Fig. 1: signal wires on met3
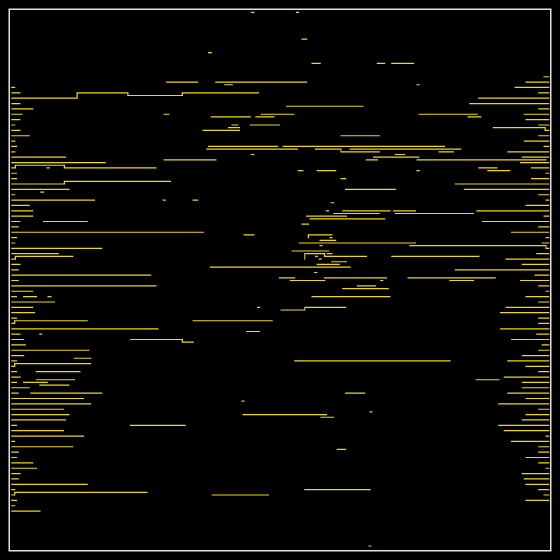
Fig. 2: sequential cells coloured by netlist name
Bar = 50 um.
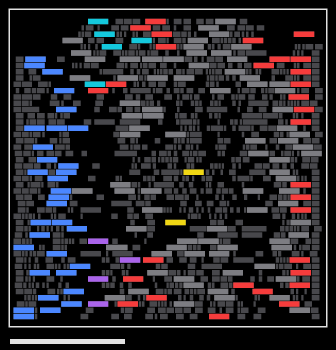
--- config.mk ---
export PLATFORM = sky130hd
export DESIGN_NAME = mem_stage
export DESIGN_NICKNAME = d
export VERILOG_FILES = /design/src/rtl/mem_stage_pkg.sv /design/src/rtl/mem_stage_align.sv /design/src/rtl/mem_stage.sv
export SDC_FILE = /design/constraint.sdc
export NUM_CORES = 1
export LEC_CHECK = 0
export CORE_UTILIZATION = 42
export CTS_BUF_LIST = sky130_fd_sc_hd__clkbuf_16
export DETAILED_ROUTE_END_ITERATION = 6
export GPL_TIMING_DRIVEN = 1
export PLACE_DENSITY = 0.86
export SLEW_MARGIN = 20
export SYNTH_ARGS = -nofsm -noshare
export SYNTH_HDL_FRONTEND = slang
export SYNTH_SLANG_ARGS = --single-unit
--- constraint.sdc ---
create_clock -name clk -period 5.2 [get_ports clk]
set_clock_uncertainty 0.15 [all_clocks]
set_input_delay 1.04 -clock clk [delete_from_list [all_inputs] [get_ports clk]]
set_output_delay 1.04 -clock clk [all_outputs]
set_load 0.02 [all_outputs]
--- src/rtl/mem_stage_pkg.sv ---
// Shared definitions for the data-memory stage: opcode constants, access
// size codes (funct3[1:0]), FSM state encoding and an alignment helper.
package mem_stage_pkg;

  localparam logic [6:0] OP_LOAD  = 7'b0000011;
  localparam logic [6:0] OP_STORE = 7'b0100011;

  // funct3[1:0] size codes; funct3[2] is the unsigned flag, handled by execute
  localparam logic [1:0] SZ_BYTE = 2'd0;
  localparam logic [1:0] SZ_HALF = 2'd1;
  localparam logic [1:0] SZ_WORD = 2'd2;

  typedef enum logic {
    ST_IDLE = 1'b0,
    ST_WAIT = 1'b1
  } state_t;

  // Natural alignment: byte anywhere, half on even, word on multiple of 4.
  // Size code 3 is treated as a word.
  function automatic logic is_aligned(input logic [1:0] sz, input logic [1:0] off);
    case (sz)
      SZ_BYTE: return 1'b1;
      SZ_HALF: return ~off[0];
      default: return (off == 2'b00);
    endcase
  endfunction

endpackage

--- src/rtl/mem_stage_align.sv ---
// Combinational lane logic for the memory stage.
//   size, offset : access size code and byte offset inside the word
//   st_data      : store source (rs2)      -> be, wdata (lane-replicated)
//   ld_word      : raw bus read word       -> ld_aligned (MSB-justified)
module mem_align
  import mem_stage_pkg::*;
(
  input  logic [1:0]  size,
  input  logic [1:0]  offset,
  input  logic [31:0] st_data,
  input  logic [31:0] ld_word,
  output logic [3:0]  be,
  output logic [31:0] wdata,
  output logic [31:0] ld_aligned
);

  logic [31:0] shifted;

  always_comb begin
    // bring the addressed byte/half down to bit 0, then justify to the top
    shifted    = ld_word >> {offset, 3'b000};
    be         = 4'hF;
    wdata      = st_data;
    ld_aligned = ld_word;
    case (size)
      SZ_BYTE: begin
        be         = 4'b0001 << offset;
        wdata      = {4{st_data[7:0]}};
        ld_aligned = {shifted[7:0], 24'h0};
      end
      SZ_HALF: begin
        be         = 4'b0011 << offset;
        wdata      = {2{st_data[15:0]}};
        ld_aligned = {shifted[15:0], 16'h0};
      end
      default: ;
    endcase
  end

endmodule

--- src/rtl/mem_stage.sv ---
// Data-memory stage: serves loads/stores from execute over a valid/ready bus,
// realigns load data, drives the writeback pair and stalls while a bus access
// is outstanding.
//   in_valid/operation/exec_out/content_rs2/address_rd : from execute
//   bus_*      : data bus master (fields held stable while bus_valid)
//   mem_data   : MSB-justified load word to execute
//   forward/fwd_rd : writeback value / register (0 = none)
//   stall      : high while a transaction is outstanding
//   misalign, bus_err : one-cycle error pulses
module mem_stage
  import mem_stage_pkg::*;
#(
  parameter int XLEN    = 32,
  parameter int TIMEOUT = 16
) (
  input  logic            clk,
  input  logic            reset,
  input  logic            in_valid,
  input  logic [11:0]     operation,
  input  logic [XLEN-1:0] exec_out,
  input  logic [XLEN-1:0] content_rs2,
  input  logic [4:0]      address_rd,
  output logic            bus_valid,
  output logic            bus_we,
  output logic [XLEN-1:0] bus_addr,
  output logic [31:0]     bus_wdata,
  output logic [3:0]      bus_be,
  input  logic            bus_ready,
  input  logic [31:0]     bus_rdata,
  output logic [31:0]     mem_data,
  output logic            stall,
  output logic [XLEN-1:0] forward,
  output logic [4:0]      fwd_rd,
  output logic            misalign,
  output logic            bus_err
);

  localparam int CW = (TIMEOUT > 2) ? $clog2(TIMEOUT) : 1;
  localparam logic [CW-1:0] CNT_LAST = CW'(TIMEOUT - 1);

  state_t          state_q, state_d;
  logic [CW-1:0]   cnt_q, cnt_d;
  logic            bus_valid_q, bus_valid_d, bus_we_q, bus_we_d;
  logic [XLEN-1:0] bus_addr_q, bus_addr_d;
  logic [31:0]     bus_wdata_q, bus_wdata_d;
  logic [3:0]      bus_be_q, bus_be_d;
  logic [31:0]     mem_data_q, mem_data_d;
  logic [XLEN-1:0] forward_q, forward_d;
  logic [4:0]      fwd_rd_q, fwd_rd_d, ld_rd_q, ld_rd_d;
  logic            misalign_q, misalign_d, bus_err_q, bus_err_d;
  logic [1:0]      ld_size_q, ld_size_d, ld_off_q, ld_off_d;

  logic [6:0]  opcode;
  logic [2:0]  funct3;
  logic        is_load, is_store;
  logic [1:0]  size_sel, off_sel;
  logic [3:0]  al_be;
  logic [31:0] al_wdata, al_ld;
  logic        unused_bits;

  assign opcode      = operation[6:0];
  assign funct3      = operation[9:7];
  assign is_load     = (opcode == OP_LOAD);
  assign is_store    = (opcode == OP_STORE);
  assign unused_bits = ^{operation[11:10], funct3[2]};

  // The lane unit serves the incoming store in IDLE and the pending load's
  // realignment in WAIT, so one instance covers both.
  assign size_sel = (state_q == ST_WAIT) ? ld_size_q : funct3[1:0];
  assign off_sel  = (state_q == ST_WAIT) ? ld_off_q  : exec_out[1:0];

  mem_align u_align (
    .size       (size_sel),
    .offset     (off_sel),
    .st_data    (content_rs2[31:0]),
    .ld_word    (bus_rdata),
    .be         (al_be),
    .wdata      (al_wdata),
    .ld_aligned (al_ld)
  );

  always_comb begin
    state_d     = state_q;
    cnt_d       = cnt_q;
    bus_valid_d = bus_valid_q;
    bus_we_d    = bus_we_q;
    bus_addr_d  = bus_addr_q;
    bus_wdata_d = bus_wdata_q;
    bus_be_d    = bus_be_q;
    mem_data_d  = mem_data_q;
    forward_d   = forward_q;
    ld_rd_d     = ld_rd_q;
    ld_size_d   = ld_size_q;
    ld_off_d    = ld_off_q;
    fwd_rd_d    = 5'd0;   // writeback is a one-cycle event
    misalign_d  = 1'b0;
    bus_err_d   = 1'b0;
    case (state_q)
      ST_IDLE: begin
        if (in_valid) begin
          if (is_load || is_store) begin
            if (is_aligned(funct3[1:0], exec_out[1:0])) begin
              bus_valid_d = 1'b1;
              bus_we_d    = is_store;
              bus_addr_d  = {exec_out[XLEN-1:2], 2'b00};
              bus_be_d    = al_be;
              bus_wdata_d = is_store ? al_wdata : 32'h0;
              ld_rd_d     = address_rd;
              ld_size_d   = funct3[1:0];
              ld_off_d    = exec_out[1:0];
              cnt_d       = '0;
              state_d     = ST_WAIT;
            end else begin
              misalign_d = 1'b1;
            end
          end else begin
            forward_d = exec_out;
            fwd_rd_d  = address_rd;
          end
        end
      end
      ST_WAIT: begin
        // ready takes priority over an expiring timeout
        if (bus_ready) begin
          bus_valid_d = 1'b0;
          state_d     = ST_IDLE;
          if (!bus_we_q) begin
            mem_data_d = al_ld;
            forward_d  = XLEN'(al_ld);
            fwd_rd_d   = ld_rd_q;
          end
        end else if (cnt_q == CNT_LAST) begin
          bus_err_d   = 1'b1;
          bus_valid_d = 1'b0;
          state_d     = ST_IDLE;
        end else begin
          cnt_d = cnt_q + 1'b1;
        end
      end
      default: state_d = ST_IDLE;
    endcase
  end

  always_ff @(posedge clk or posedge reset) begin
    if (reset) begin
      state_q     <= ST_IDLE;
      cnt_q       <= '0;
      bus_valid_q <= 1'b0;
      bus_we_q    <= 1'b0;
      bus_addr_q  <= '0;
      bus_wdata_q <= '0;
      bus_be_q    <= '0;
      mem_data_q  <= '0;
      forward_q   <= '0;
      fwd_rd_q    <= '0;
      ld_rd_q     <= '0;
      ld_size_q   <= '0;
      ld_off_q    <= '0;
      misalign_q  <= 1'b0;
      bus_err_q   <= 1'b0;
    end else begin
      state_q     <= state_d;
      cnt_q       <= cnt_d;
      bus_valid_q <= bus_valid_d;
      bus_we_q    <= bus_we_d;
      bus_addr_q  <= bus_addr_d;
      bus_wdata_q <= bus_wdata_d;
      bus_be_q    <= bus_be_d;
      mem_data_q  <= mem_data_d;
      forward_q   <= forward_d;
      fwd_rd_q    <= fwd_rd_d;
      ld_rd_q     <= ld_rd_d;
      ld_size_q   <= ld_size_d;
      ld_off_q    <= ld_off_d;
      misalign_q  <= misalign_d;
      bus_err_q   <= bus_err_d;
    end
  end

  assign stall     = (state_q == ST_WAIT);
  assign bus_valid = bus_valid_q;
  assign bus_we    = bus_we_q;
  assign bus_addr  = bus_addr_q;
  assign bus_wdata = bus_wdata_q;
  assign bus_be    = bus_be_q;
  assign mem_data  = mem_data_q;
  assign forward   = forward_q;
  assign fwd_rd    = fwd_rd_q;
  assign misalign  = misalign_q;
  assign bus_err   = bus_err_q;

endmodule

==> reports/metrics.yaml <==
die:
  io-pin-count: 259
  fp.coreArea_um2: 17500
  fp_util_pct: 43.6
  y_dimension_of_the_die_um: 137
  chip_area_um2: 18800
  die_x_um: 137
power:
  internal_power_w: 0.00231
  post-layout-total-power_w: 0.00325
  total_switching_power_w: 0.000936
  total_leakage_power_nw: 4.86
  power.largest_group: "sequential cells"
  p_per_area_nw_per_um2: 302
  share_comb_of_total_power_pct: 21.2
  pg_clk_w: 0.00120
  power_switching_share_pct: 28.8
  combinationalPower_w: 0.000690
  pg_seq_w: 0.00136
  ir_worst_vdd_uv: 234
  pwr-share-seq_pct: 41.9
placed_design:
  dp_hpwl_mm: 17.8
  placed_cells_incl_taps: 1275
  gp_congestion: 0.959
  port-buffer-count: 253
finish:
  clockBufferCount: 17
  comb_area_share_pct: 31.7
  finish.instance_area_um2: 10800
  final_layout_top_logic_cells: "sky130_fd_sc_hd__clkdlybuf4s50_1, sky130_fd_sc_hd__nand2_1, sky130_fd_sc_hd__dfrtp_1"
  final_common_cell: "sky130_fd_sc_hd__clkdlybuf4s50_1"
  top_area_cell_class: "sequential cells"
  area.growth.synth_to_final_pct: 40.9
  nonClockBufferCount: 263
  comb.multi_input.count: 627
  fill_cell_instance_count_of_the_final_layout: 1507
  finalNonFillerCells: 1309
  final_net_count: 1188
  insertedDiodeCount: 1
  post_route_cells_drive_above_1_share_pct: 6.83
  seq_cells: 153
  seq_total_area_pct: 35.5
  flop_area_um2: 3830
setup_path:
  crit-reg2reg-launch: "ld_size_q[1]"
  critical_path_class: "in -> reg"
  r2r-end: "forward[31]"
  worstRegToRegCells: 5
  critical_path.slowest_cell: "sky130_fd_sc_hd__clkdlybuf4s50_1"
  endpoint_kind: "register"
  cpPeakStageDelay_ns: 0.72
  cp.buffers_inverters: 1
  critical-path-top-delay-family: "AND-OR/OR-AND gates"
  critical_path_required_ns: 5.39
  critical_path_peak_fanout: 18
  path_depth: 6
  worstPathArrival_ns: 3.57
synth:
  flop_cell: "sky130_fd_sc_hd__dfrtp_1"
  syn-mean-instance-area_um2: 9.03
  yosys.area.top_type_share_pct: 50.1
  yosys_cells: 847
  post_synth_most_frequent_cells: "sky130_fd_sc_hd__nand2_1, sky130_fd_sc_hd__dfrtp_1, sky130_fd_sc_hd__nor2_1"
  mappedNetlistArea_um2: 7650
  complex_gates_by_area_pct: 20.8
  postSynthCellCount: 847
  synthMuxAreaShare_pct: 2.18
  edf_count: 0
  ys_sh_simple_pct: 21.2
  post_synth_num_cell_types: 55
  yosys.stat.chipArea_um2: 7650
  post-synth-top-area-cell: "sky130_fd_sc_hd__dfrtp_1"
  synthesis.yosys.warnings: 0
  ys_top_cells_by_area: "sky130_fd_sc_hd__dfrtp_1, sky130_fd_sc_hd__nand2_1, sky130_fd_sc_hd__a21oi_1, sky130_fd_sc_hd__nor2_1, sky130_fd_sc_hd__a22o_1"
  topCombFamilyByArea: "simple AND/OR/NAND/NOR gates"
  xor_area_share_pct: 0
global_routing:
  grt_pass1_wl_mm: 38.6
  via_count_of_the_first_global_routing_pass: 7035
  grt_use_met2_pct: 44.5
  grt_most_used_layer: "met2"
  antenna_found_initial: 1
  grt_max_degree: 95
  grtUsageMet1_pct: 34.5
routing:
  drc: 0
  count_of_tritonroute_iterations_in_the_first_routing_pass: 5
  met2_length_mm: 11.8
  m1WireLength_mm: 10.2
  highest_metal_layer_with_signal_wires: "met4"
  wire_per_inst_um: 19.1
clocking:
  clock.latency.late_pin_ns: 0.42
  clock_tree_from_tritoncts: "done"
  deepest_clock_path_buffer_count: 2
  cts.clk_slew.worst_paths_ns: 0.06
  ctsHoldBuffers: 0
  ctsRootBufferMaster: "sky130_fd_sc_hd__clkbuf_16"
  cts_setup_buffers: 0
  h-tree-depth: 4
  tritoncts.num_buffers: 17
sta:
  fmaxAchievable_mhz: 296
  final.period_utilization_pct: 65.0
  slew_headroom_pct: 32.2
  hold_viol_final: 0
  setup_total_negative_slack_ns: 0
  final.min_clock_period_ns: 3.38
  finalMaxSlewViolations: 0
  post-route-worst-setup-slack_ns: 1.82
  timing_worst_slew_pin_value_ns: 1.02
run_status:
  outcome: "complete, no violations"
hold_path:
  hold-path-endpoint: "bus_addr[15]"
-- Fig. 1 (at the start) --
The wires run mostly horizontal. 222 nets have wire on it. The longest straight run is 48.5 um. The layer carries 2290 um of wire. The layer holds 9.2% of the routed length.
Via Count: 7272
total routed wirelength: 25.0 mm
met3 GRT Util: 6.63%

-- Fig. 2 (at the start) --
Red marks bus_addr, sequential cells 30. Cyan marks fwd_rd, sequential cells 5. Yellow marks ld_off_q, sequential cells 2. Purple marks cnt_q, sequential cells 4, where south-west. Blue marks bus_wdata, sequential cells 32, where a column on the left.
Another 80 sequential cells are not coloured.

Power and IR drop assume default switching activity.
